<file path="src/rtl/vga_scanout.sv">
// VGA raster generator: free-running h/v counters drive the pixel-source address,
// and sync/blanking are delayed to line up with the pixel data the source returns.
module vga_scanout #(
  parameter int H_ACTIVE    = 640,
  parameter int H_FP        = 16,
  parameter int H_SYNC      = 96,
  parameter int H_BP        = 48,
  parameter int V_ACTIVE    = 480,
  parameter int V_FP        = 10,
  parameter int V_SYNC      = 2,
  parameter int V_BP        = 33,
  parameter int PIX_LATENCY = 1
) (
  input  logic        clk,
  input  logic        rst_n,
  input  logic        enable,
  output logic [10:0] HAddress,
  output logic [10:0] VAddress,
  input  logic [11:0] PixelData,
  output logic [3:0]  vga_r,
  output logic [3:0]  vga_g,
  output logic [3:0]  vga_b,
  output logic        hsync,
  output logic        vsync,
  output logic        frame_start
);

  localparam int H_TOTAL = H_ACTIVE + H_FP + H_SYNC + H_BP;
  localparam int V_TOTAL = V_ACTIVE + V_FP + V_SYNC + V_BP;

  localparam logic [10:0] H_LAST     = 11'(H_TOTAL - 1);
  localparam logic [10:0] V_LAST     = 11'(V_TOTAL - 1);
  localparam logic [10:0] H_VIS      = 11'(H_ACTIVE);
  localparam logic [10:0] V_VIS      = 11'(V_ACTIVE);
  localparam logic [10:0] HS_START   = 11'(H_ACTIVE + H_FP);
  localparam logic [10:0] HS_END     = 11'(H_ACTIVE + H_FP + H_SYNC);
  localparam logic [10:0] VS_START   = 11'(V_ACTIVE + V_FP);
  localparam logic [10:0] VS_END     = 11'(V_ACTIVE + V_FP + V_SYNC);

  typedef struct packed {
    logic active;
    logic hsync;
    logic vsync;
    logic frame_start;
  } line_t;

  localparam line_t LINE_IDLE = '{active: 1'b0, hsync: 1'b1, vsync: 1'b1, frame_start: 1'b0};

  logic [10:0] h_cnt_q, h_cnt_d;
  logic [10:0] v_cnt_q, v_cnt_d;
  line_t       line_d;
  line_t       line_q [PIX_LATENCY];
  logic [11:0] rgb_q, rgb_d;
  logic        hsync_q, vsync_q, frame_start_q;

  // Source contract: the address shown in cycle t is answered on PixelData in
  // cycle t+PIX_LATENCY; no handshake, the source must keep that latency fixed.
  assign HAddress = h_cnt_q;
  assign VAddress = v_cnt_q;

  always_comb begin
    h_cnt_d = h_cnt_q;
    v_cnt_d = v_cnt_q;
    if (enable) begin
      if (h_cnt_q == H_LAST) begin
        h_cnt_d = '0;
        v_cnt_d = (v_cnt_q == V_LAST) ? '0 : v_cnt_q + 11'd1;
      end else begin
        h_cnt_d = h_cnt_q + 11'd1;
      end
    end
  end

  // A held scan still feeds the delay line, but with blanking so the pins idle.
  always_comb begin
    line_d = LINE_IDLE;
    if (enable) begin
      line_d.active      = (h_cnt_q < H_VIS) && (v_cnt_q < V_VIS);
      line_d.hsync       = !((h_cnt_q >= HS_START) && (h_cnt_q < HS_END));
      line_d.vsync       = !((v_cnt_q >= VS_START) && (v_cnt_q < VS_END));
      line_d.frame_start = (h_cnt_q == '0) && (v_cnt_q == '0);
    end
  end

  always_comb begin
    rgb_d = '0;
    if (line_q[PIX_LATENCY-1].active) begin
      rgb_d = PixelData;
    end
  end

  always_ff @(posedge clk) begin
    if (!rst_n) begin
      h_cnt_q       <= '0;
      v_cnt_q       <= '0;
      for (int i = 0; i < PIX_LATENCY; i++) begin
        line_q[i] <= LINE_IDLE;
      end
      rgb_q         <= '0;
      hsync_q       <= 1'b1;
      vsync_q       <= 1'b1;
      frame_start_q <= 1'b0;
    end else begin
      h_cnt_q   <= h_cnt_d;
      v_cnt_q   <= v_cnt_d;
      line_q[0] <= line_d;
      for (int i = 1; i < PIX_LATENCY; i++) begin
        line_q[i] <= line_q[i-1];
      end
      rgb_q         <= rgb_d;
      hsync_q       <= line_q[PIX_LATENCY-1].hsync;
      vsync_q       <= line_q[PIX_LATENCY-1].vsync;
      frame_start_q <= line_q[PIX_LATENCY-1].frame_start;
    end
  end

  assign vga_r       = rgb_q[11:8];
  assign vga_g       = rgb_q[7:4];
  assign vga_b       = rgb_q[3:0];
  assign hsync       = hsync_q;
  assign vsync       = vsync_q;
  assign frame_start = frame_start_q;

endmodule

</file>
<file path="config.mk">
export PLATFORM = sky130hd
export DESIGN_NAME = vga_scanout
export DESIGN_NICKNAME = d
export VERILOG_FILES = /design/src/rtl/vga_scanout.sv
export SDC_FILE = /design/constraint.sdc
export NUM_CORES = 1
export LEC_CHECK = 0
export CAP_MARGIN = 20
export CORE_ASPECT_RATIO = 0.9
export CORE_MARGIN = 3
export CORE_UTILIZATION = 46
export CTS_CLUSTER_DIAMETER = 100
export DETAILED_ROUTE_END_ITERATION = 10
export PLACE_DENSITY = 0.79
export SETUP_SLACK_MARGIN = 0.4
export SLEW_MARGIN = 20
export SYNTH_ARGS = -nofsm -noshare
export SYNTH_HDL_FRONTEND = slang
export SYNTH_SLANG_ARGS = --single-unit
</file>
<file path="constraint.sdc">
create_clock -name clk -period 3 [get_ports clk]
set_input_delay 0.75 -clock clk [delete_from_list [all_inputs] [get_ports clk]]
set_output_delay 0.75 -clock clk [all_outputs]
set_load 0.01 [all_outputs]
</file>
==> results.txt, run 1 <==
Int Power -> 0.757 mW
CTS max path bufs -> 2
Netlist Area Pre-Place -> 0.00167 mm²
Distinct cells, synth -> 34
Grt total ovfl -> 0
Syn_nets -> 201
RSZ-0062 raised after global routing -> no
P&R area growth vs syn -> 39.2%
Post-CTS Hold Buffers -> 0
Power density over cell area -> 417 mW/mm²
Dpl hpwl -> 2730 µm
Outcome -> finished, final reports clean
Peak supply drop -> 0.262 mV
Initial antenna violation count -> 0
Vias in the first global route -> 1353
Number of DRC markers in iteration 0 -> 73
CTS Sinks -> 41
TritonCTS buffer count -> 5
Hold Crit Class -> reg2reg
Final total negative setup slack -> 0 ns
Gate Area -> 793 µm²
Synth warn -> 0
Die Span Y -> 63.2 µm
Clk pwr share -> 0.353
Final period util -> 0.787
Sequential share of power -> 0.577
Nets -> 257
FP Core Util -> 0.488
Reg area -> 821 µm²
Final setup vio count -> 0
Gate Count Post-Synth -> 182
Required @ worst endpoint -> 3.23 ns
CP Class -> in2reg
Htree depth -> 2
Via density per instance -> 5.29
Worst skew pair latency -> 0.30 ns
Fin. Hold Viols -> 0
Crit start category -> input pin
# resized after CTS -> 0
Antenna cells -> 0
Leak -> 0.861 nW
CTS tree -> built
YS chip area -> 0.00167 mm²
Slew @ Worst Pin -> 0.456 ns
Die span in x -> 69.6 µm
Maximum clock frequency -> 0.423 GHz
Switching Share -> 0.221
Critical Path Sink Type -> flip-flop
Die area -> 0.00440 mm²
Ratio of cells with drive above 1 in the final layout -> 0.0753
Max-capacitance violation count -> 0
Syn_area_per_cell -> 9.20 µm²
Register share after synthesis -> 0.490
Clock transition at the registers of the reported paths -> 0.08 ns
Combinational share of power -> 0.070
Clock period minus worst slack -> 2.36 ns
Placed Cells -> 275
Remaining antenna violation count after routing -> 0
Relative slew slack -> 0.693
Postcts setup bufs -> 0
Row count -> 20
Slew Limit Fails -> 0
OpenROAD warning count -> 28
First-pass GRT wire length -> 6380 µm
TritonRoute pass-1 iters -> 4
GPL Wtd Cong -> 0.801
Post-route DRC violation count -> 0
Core area -> 0.00343 mm²
Worst Path Arrival -> 2.60 ns
Global-route usage over all layers -> 0.182
CP Max Fanout -> 5
Largest net degree at the start of global routing -> 18
Synth flops -> 41
Psw -> 0.215 mW
Fin Clk Skew -> 0.00797 ns
# Cells Yosys -> 182
Root buffer cell -> clkbuf_8
run 1: per-layer routing:
metal	GRT usage	share of wire	up-vias
met5	0	0	-
li1	-	-	749
met2	0.268	0.43	54
met3	0.0638	0.064	7
met4	0.0659	0.014	0
met1	0.246	0.49	686
run 1: path summary, 6_finish.rpt:
kind	startpoint	endpoint	slack [ns]	cells after the start
worst max-delay path	enable	VAddress[7]	0.64	5
worst min-delay path	line_q[0][1]	vsync	0.41	1
worst max register to register	HAddress[5]	VAddress[10]	0.89	4
worst min register to register	line_q[0][1]	vsync	0.41	1
run 1: synth_stat cells:
cell type,number,area share
xnor2_1,9,0.047
nor4b_1,2,0.010
nand2_1,9,0.020
o21ai_1,1,0.0030
and3_1,13,0.049
or4_4,2,0.013
nor4_1,4,0.015
nand3_1,14,0.042
nand2b_1,2,0.0075
o41ai_1,1,0.0052
inv_1,6,0.013
nand4_1,8,0.030
and4b_1,1,0.0060
nor2_1,19,0.043
nor3_1,4,0.012
ha_1,4,0.030
and2_1,3,0.011
xor2_1,5,0.026
nand4b_1,1,0.0052
buf_6,1,0.0067
a21oi_1,6,0.018
a21boi_0,1,0.0045
and4_1,2,0.010
a21o_1,1,0.0045
nor2b_1,1,0.0037
o21ai_0,5,0.015
mux2i_1,1,0.0060
or3_1,4,0.015
a31o_2,1,0.0052
nor4bb_1,1,0.0060
dfxtp_1,41,0.49
and3_2,1,0.0045
or4b_2,1,0.0060
clkbuf_1,7,0.016
run 1: worst max-delay path, cell delays in order:
cell             delay [ns]
clkdlybuf4s50_1        0.55
and4_1                 0.29
nand3_1                0.18
or4b_2                 0.67
a21oi_1                0.15
run 1: through the flow:
stage	setup WS (ns)	power, mW	area [µm²]	hold WS, ns
6_report	0.638	0.972	2330	0.413
5_1_grt	0.566	1.01	2330	0.431
4_1_cts	0.643	0.982	2330	0.417
3_5_place_dp	0.332	0.641	2250	0.399
3_3_place_gp	0.395	0.640	2250	0.391
2_1_floorplan	0.670	0.598	1670	0.386
run 1: power by group through the flow:
stage                     clock [mW]  sequential, mW  combinational, mW
after global placement             0           0.573             0.0671
after detailed placement           0           0.573             0.0679
final                          0.343           0.561             0.0681
after global routing           0.376           0.563             0.0738
after CTS                      0.353           0.561             0.0684
after floorplan                    0           0.575             0.0226
run 1: cells in the final DEF (no fill, tap or decap), types with 8 or more instances in the layout:
| cell type | n |
|---|---|
| clkdlybuf4s50_1 | 51 |
| dfxtp_1 | 41 |
| nor2_1 | 19 |
| nand3_1 | 14 |
| and3_1 | 13 |
| nand2_1 | 9 |
| xnor2_1 | 9 |
| nand4_1 | 8 |
run 1: cell type report:
type,instances,share of cell area
inverters,6,0.00967
flip-flops and latches,41,0.352
clock inverters,2,0.00430
well taps,44,0.0236
multi-input cells,127,0.340
clock buffers,6,0.0311
repair buffers,57,0.238
run 1: logic make-up after synthesis:
group           share of synthesized area
simple gates                        0.309
xor+xnor                           0.0732
flops                               0.490
buf+inv                            0.0359
compound gates                     0.0553
fa+ha+maj                          0.0299
mux                               0.00598
run 1: state kept, by name, summed over array words and instances, names as in the netlist:
name	count
vsync	1
rgb_q	12
HAddress	11
VAddress	11
frame_start	1
line_q	4
hsync	1
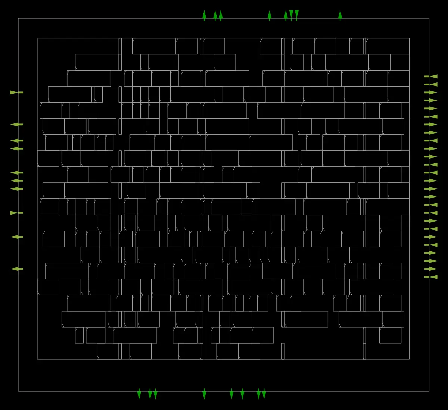
(run_1/final_placement.png)
n_taps: 44
fillcell total: 302
flop count: 41
non-filler instance count after layout: 283
final core occ: 0.680

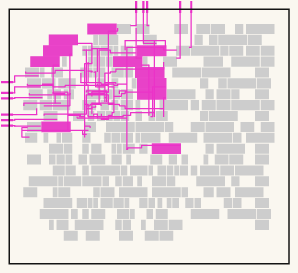
(run_1/port_nets.png)
Scale: 4 px per µm.
| colour | port | bits | direction | edge | end cells | buffers | wire |
|---|---|---|---|---|---|---|---|
| magenta | `HAddress` | 11 | output | 6 left, 5 top | 11 | 11 | 644 µm |
I/O Pins: 52
count of input and output buffers: 51

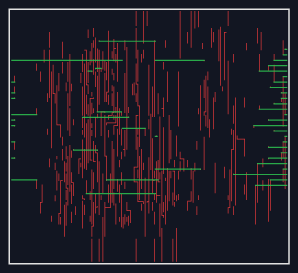
(run_1/metal_stack.png)
Scale: 4 px per µm. Only two layers are drawn.
| colour | layer | wire length |
|---|---|---|
| green | met3 | 243 µm |
| red | met2 | 1640 µm |
final wirelength: 3810 µm
DR vias: 1496
drt wl/cell: 13.5 µm

==> run 2, diff against run 1 <==
==> constraint.sdc (replaced) <==
create_clock -name clk -period 2.3 [get_ports clk]
set_input_delay 0.575 -clock clk [delete_from_list [all_inputs] [get_ports clk]]
set_output_delay 0.575 -clock clk [all_outputs]
set_load 0.01 [all_outputs]
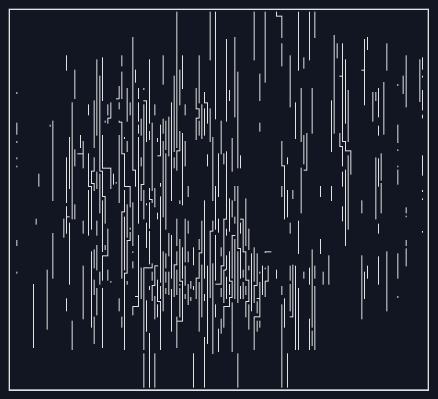
(run_2/met2.png)
Scale: 6 px per µm.
longest straight run: 22.6 µm
nets with wire on the layer: 224
DR vias: 1562
final wirelength: 4180 µm
met2 usage: 0.288

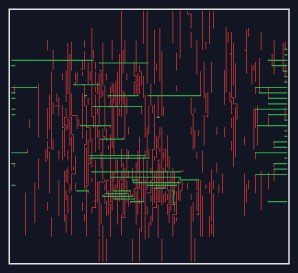
(run_2/metal_stack.png)
Scale: 4 px per µm. Only two layers are drawn.
| colour | layer | wire length |
|---|---|---|
| red | met2 | 1890 µm |
| green | met3 | 317 µm |
drt wl/cell: 14.4 µm
global-route usage over all layers: 0.189

==> run 2 against run 1 <==
Net effect: synthesized cell count unchanged; worst setup slack got worse by 0.32 ns; sequential cell count unchanged; area after synthesis unchanged; clock power increased by 74%; highest routed layer unchanged; clock-buffer cell count did not move; largest power group unchanged; design area up 7.5%; via count increased by 4.4%; final cell count increased by 2.8%.
==> results.txt, run 2 <==
Reg2reg start -> HAddress[10]
Clock transition at the registers of the reported paths -> 0.08 ns
Required @ worst endpoint -> 2.52 ns
Row count -> 20
Fin Clk Skew -> 0.00573 ns
Vias in the first global route -> 1428
Ratio of cells with drive above 1 in the final layout -> 0.190
P&R area growth vs syn -> 49.6%
Worst Path Arrival -> 2.21 ns
CTS max path bufs -> 2
Clock period minus worst slack -> 1.99 ns
Max-capacitance violation count -> 0
Die area -> 0.00440 mm²
Distinct cells, synth -> 34
RSZ-0062 raised after global routing -> yes
Cell area leaders -> dfxtp_1, and3_1, xnor2_1
CP Max Fanout -> 6
Syn_area_per_cell -> 9.20 µm²
YS chip area -> 0.00167 mm²
FP Core Util -> 0.488
Antenna cells -> 0
Top reg by flops -> rgb_q
Gate Count Post-Synth -> 182
Start point of the critical path -> HAddress[10]
CP Class -> reg2reg
Placed Cells -> 279
Final setup vio count -> 0
FF-to-FF setup slack -> 0.31 ns
Leak -> 0.986 nW
Synth flops -> 41
Maximum clock frequency -> 0.504 GHz
Slowest cell on the critical path -> or4_4
Power density over cell area -> 564 mW/mm²
Outcome -> finished, final reports clean
Most frequent cells after synthesis -> dfxtp_1, nor2_1, nand3_1
Dpl hpwl -> 2830 µm
Initial antenna violation count -> 0
Main flop type -> dfxtp_1
Register share after synthesis -> 0.490
Largest net degree at the start of global routing -> 20
Relative slew slack -> 0.629
Crit path to -> VAddress[10]
First-pass GRT wire length -> 6730 µm
Crit start category -> flip-flop
I/O Pins -> 52
Slew Limit Fails -> 0
Remaining antenna violation count after routing -> 0
Most used logic cell in the final layout -> clkdlybuf4s50_1
Post-route cell area -> 0.00250 mm²
Cell Area, Placed -> 0.00228 mm²
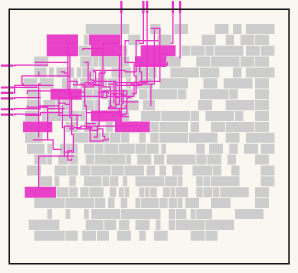
(run_2/port_nets.png)
Scale: 4 px per µm.
| colour | port | bits | direction | edge | end cells | buffers | wire |
|---|---|---|---|---|---|---|---|
| magenta | `HAddress` | 11 | output | 6 left, 5 top | 11 | 13 | 697 µm |

## run 2: cell counts after synthesis
Identical to the previous run, type by type.
## run 2: worst min path at each step
stage | end | slack (ns) | depth (start not counted)
floorplan | hsync | 0.39 | 1
finish | vsync | 0.41 | 1
global placement | hsync | 0.39 | 1
CTS | vsync | 0.42 | 1
global route | vsync | 0.42 | 1
detailed placement | vsync | 0.40 | 1
## run 2: cell families (layout without fill, tap and decap cells)
kind of cell	count (synthesis)	count (layout)	synth area share
AND/OR/NAND/NOR	92	92	0.309
buffers and inverters	14	79	0.0359
XOR/XNOR	14	14	0.0732
adder cells (fa/ha/maj)	4	4	0.0299
multiplexers	1	1	0.00598
flip-flops	41	41	0.490
AND-OR/OR-AND	16	16	0.0553
## run 2: through the flow
stage / TNS [ns] / hold WS, ns / util / setup WS [ns]
2_1_floorplan: 0 / 0.386 / - / 0.350
3_3_place_gp: 0 / 0.389 / 0.664 / 0.0205
3_5_place_dp: -0.00322 / 0.397 / 0.664 / -0.00322
4_1_cts: 0 / 0.416 / 0.714 / 0.331
5_1_grt: 0 / 0.421 / 0.730 / 0.270
6_report: 0 / 0.412 / 0.730 / 0.315
## run 2: power by group
part	switching (mW)	internal, mW
clock	0.244	0.353
sequential	0.00974	0.720
combinational	0.0335	0.0534
total	0.287	1.13
## run 2: routing by layer
layer,vias to the layer above,GRT usage,share of wire
met1,705,0.250,0.46
met4,0,0.0610,0.014
met5,-,0,0
li1,769,-,-
met3,8,0.0654,0.076
met2,80,0.288,0.45
## run 2: repair_timing
action / CTS / global route
setup buffers: 3 / 1
setup endpoints to repair: 16 / 18
pin swaps: 3 / 2
gates resized: 16 / 14
## run 2: final cells by class
type | instances | area, µm²
fillers | 282 | 925
flip-flops and latches | 41 | 843
repair buffers | 65 | 624
clock inverters | 2 | 37.5
well taps | 44 | 55.1
clock buffers | 6 | 82.6
inverters | 6 | 22.5
multi-input cells | 127 | 838
## run 2: worst max-delay path: cells and delay by family (launching register included)
| family | cells | cell delay (ns) |
|---|---|---|
| DFF | 1 | 0.36 |
| and+or+nand+nor | 3 | 1.44 |
| AOI/OAI and AO/OA | 1 | 0.12 |
==> run 3, diff against run 2 <==
--- a/config.mk
+++ b/config.mk
@@ -8,10 +8,10 @@
 export CAP_MARGIN = 20
 export CORE_ASPECT_RATIO = 0.9
 export CORE_MARGIN = 3
-export CORE_UTILIZATION = 46
+export CORE_UTILIZATION = 43
 export CTS_CLUSTER_DIAMETER = 100
 export DETAILED_ROUTE_END_ITERATION = 10
-export PLACE_DENSITY = 0.79
+export PLACE_DENSITY = 0.75
 export SETUP_SLACK_MARGIN = 0.4
 export SLEW_MARGIN = 20
 export SYNTH_ARGS = -nofsm -noshare
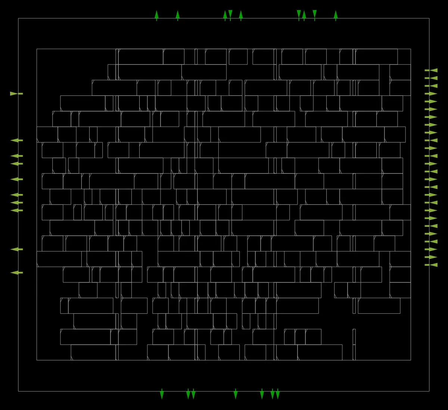
(run_3/final_placement.png)
core area: 0.00355 mm²
final core occ: 0.688
non-filler instance count after layout: 289

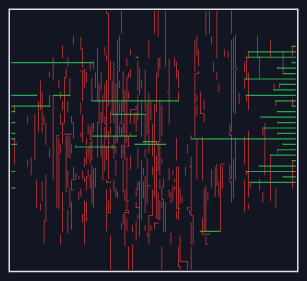
(run_3/metal_stack.png)
Scale: 4 px per µm. Only two layers are drawn.
| colour | layer | wire length |
|---|---|---|
| green | met3 | 289 µm |
| red | met2 | 1760 µm |
drt wl/cell: 14.0 µm
final wirelength: 4050 µm
DR vias: 1508

==> run 3 against run 2 <==
Net effect: clock power about the same; sequential share of layout area up 1.0 points; sequential power about the same; synthesized cell count unchanged; design area down 2.3%; maximum frequency up 4.8%; power about the same; clock-buffer cell count unchanged; largest power group unchanged; sequential cell count unchanged; global-route usage down 0.54 points; register-to-register slack better by 0.09 ns.
==> results.txt, run 3 <==
Outcome -> finished, final reports clean
Clk pwr share -> 0.421
Synth top cell by count -> dfxtp_1
CP bufs+invs -> 0
Power density over cell area -> 578 mW/mm²
Post-synth EDFFs -> 0
Metal3 WL -> 289 µm
Die Span Y -> 65.2 µm
Cell accounting for the most synthesized area -> dfxtp_1
TritonRoute pass-1 iters -> 4
GPL Wtd Cong -> 0.827
Clock transition at the registers of the reported paths -> 0.08 ns
Number of DRC markers in iteration 0 -> 71
Root buffer cell -> clkbuf_8
Clock period minus worst slack -> 1.89 ns
Top reg by flops -> rgb_q
Via density per instance -> 5.22
Dpl hpwl -> 2850 µm
Row count -> 20
PnR Total Power -> 1.41 mW
CP Max Fanout -> 6
Most used cell, CP -> or4_4
CTS tree -> built
Most frequent cells after synthesis -> dfxtp_1, nor2_1, nand3_1
Distinct cells, synth -> 34
Register share after synthesis -> 0.490
Grt total ovfl -> 0
Peak supply drop -> 0.418 mV
Combinational share of power -> 0.063
Synth warn -> 0
Worst skew pair latency -> 0.29 ns
Netlist Area Pre-Place -> 0.00167 mm²
Nets -> 263
Psw -> 0.286 mW
Count of input and output buffers -> 51
OpenROAD warning count -> 30
Worst Path Arrival -> 2.12 ns
# Cells Yosys -> 182
Htree depth -> 2
RSZ-0062 raised after global routing -> yes
DR top layer -> met4
Remaining antenna violation count after routing -> 0
Crit start category -> flip-flop
Worst path max stage delay -> 0.56 ns
Worst path top cell family by delay -> simple AND/OR/NAND/NOR gates
Max-capacitance violation count -> 0
Vias in the first global route -> 1396
FP Core Util -> 0.471
Critical Path Sink Type -> flip-flop
Required @ worst endpoint -> 2.53 ns
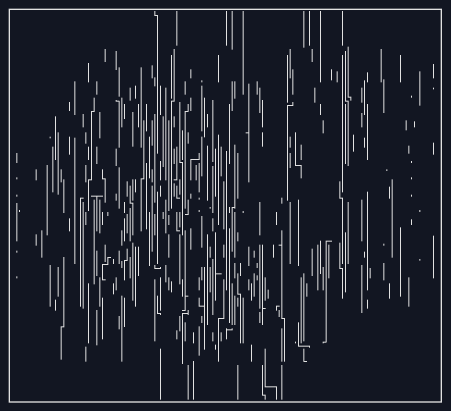
(run_3/met2.png)
Scale: 6 px per µm.
share of all routed wire: 43%
wire length on this layer: 1760 µm
main direction: vertical
nets with wire on the layer: 214
longest straight run: 23.1 µm
met2 usage: 0.265

run 3: what timing repair did:
item / CTS / global route
buffers inserted: 0 / 1
endpoints found under the hold margin: 0 / 0
hold buffers: 0 / 0
gates resized: 13 / 11
setup endpoints to repair: 16 / 13
run 3: stage by stage:
stage	instance area, µm²	setup TNS, ns	hold slack, ns	std cells	setup slack (ns)
after CTS	2420	0	0.419	288	0.404
final	2440	0	0.414	289	0.406
after global routing	2440	0	0.432	289	0.345
after global placement	2280	-0.0393	0.389	280	-0.0257
after detailed placement	2280	-0.0708	0.400	280	-0.0412
after floorplan	1700	0	0.386	182	0.350
run 3: cell families (layout without fill, tap and decap cells):
group                      after synthesis  in the layout  share of synthesized area
and+or+nand+nor                         92             92                      0.309
DFF                                     41             41                      0.490
AOI/OAI and AO/OA                       16             16                     0.0553
xor gates and xnor gates                14             14                     0.0732
buffers and inverters                   14             77                     0.0359
adders and majority gates                4              4                     0.0299
muxes                                    1              1                    0.00598
run 3: layout make-up:
class / count / area, µm² / share of cell area
clock inverters: 2 / 37.5 / 0.0154
repair buffers: 63 / 603 / 0.247
clock buffers: 6 / 82.6 / 0.0338
flip-flops and latches: 41 / 848 / 0.347
inverters: 6 / 22.5 / 0.00921
multi-input cells: 127 / 796 / 0.325
well taps: 44 / 55.1 / 0.0225
run 3: power groups by stage:
stage	clock network [mW]	registers, mW	logic [mW]
after CTS	0.611	0.731	0.0901
final	0.595	0.728	0.0894
after detailed placement	0	0.748	0.0885
after floorplan	0	0.750	0.0330
after global placement	0	0.748	0.0878
after global routing	0.649	0.730	0.0966
run 3: routing by layer:
metal | vias up | global-route usage
li1 | 766 | -
met1 | 686 | 0.249
met2 | 52 | 0.265
met3 | 4 | 0.0749
met4 | 0 | 0.0563
met5 | - | 0
run 3: worst paths after layout:
| kind | start | endpoint | cells past startpoint |
|---|---|---|---|
| max reg2reg | HAddress[10] | VAddress[6] | 4 |
| min reg2reg | line_q[0][1] | vsync | 1 |
| min | line_q[0][1] | vsync | 1 |
| max | HAddress[10] | VAddress[6] | 4 |

==> gallery <==
I/O pins on the die edge.
Scale: 6 px per µm. Pins as bars across the die edge, other pins in grey.
(a)
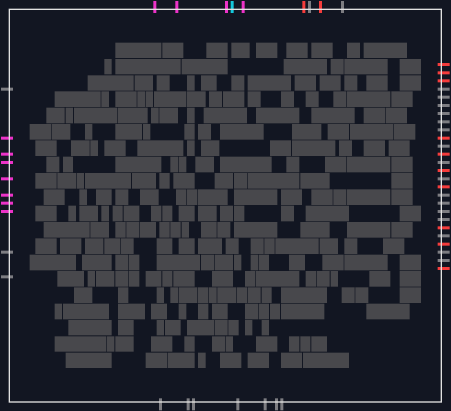
(b)
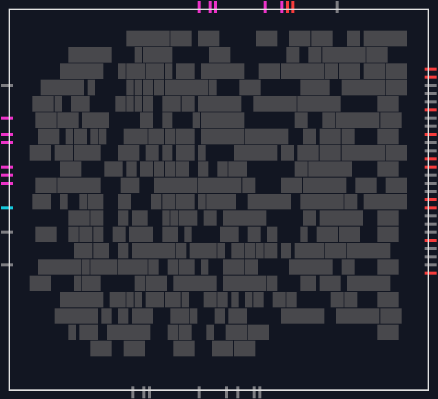
| picture | from |
|---|---|
| (b) | run 1 |
| (a) | run 3 |

Key to (b):
| colour | port | pins | direction | edge |
|---|---|---|---|---|
| magenta | `HAddress` | 11 | output | 6 left, 5 top |
| red | `PixelData` | 12 | input | 10 right, 2 top |
| cyan | `enable` | 1 | input | left |
all pins by edge: 26 right, 10 left, 8 top, 8 bottom

Power is estimated from default activity; no workload was simulated.
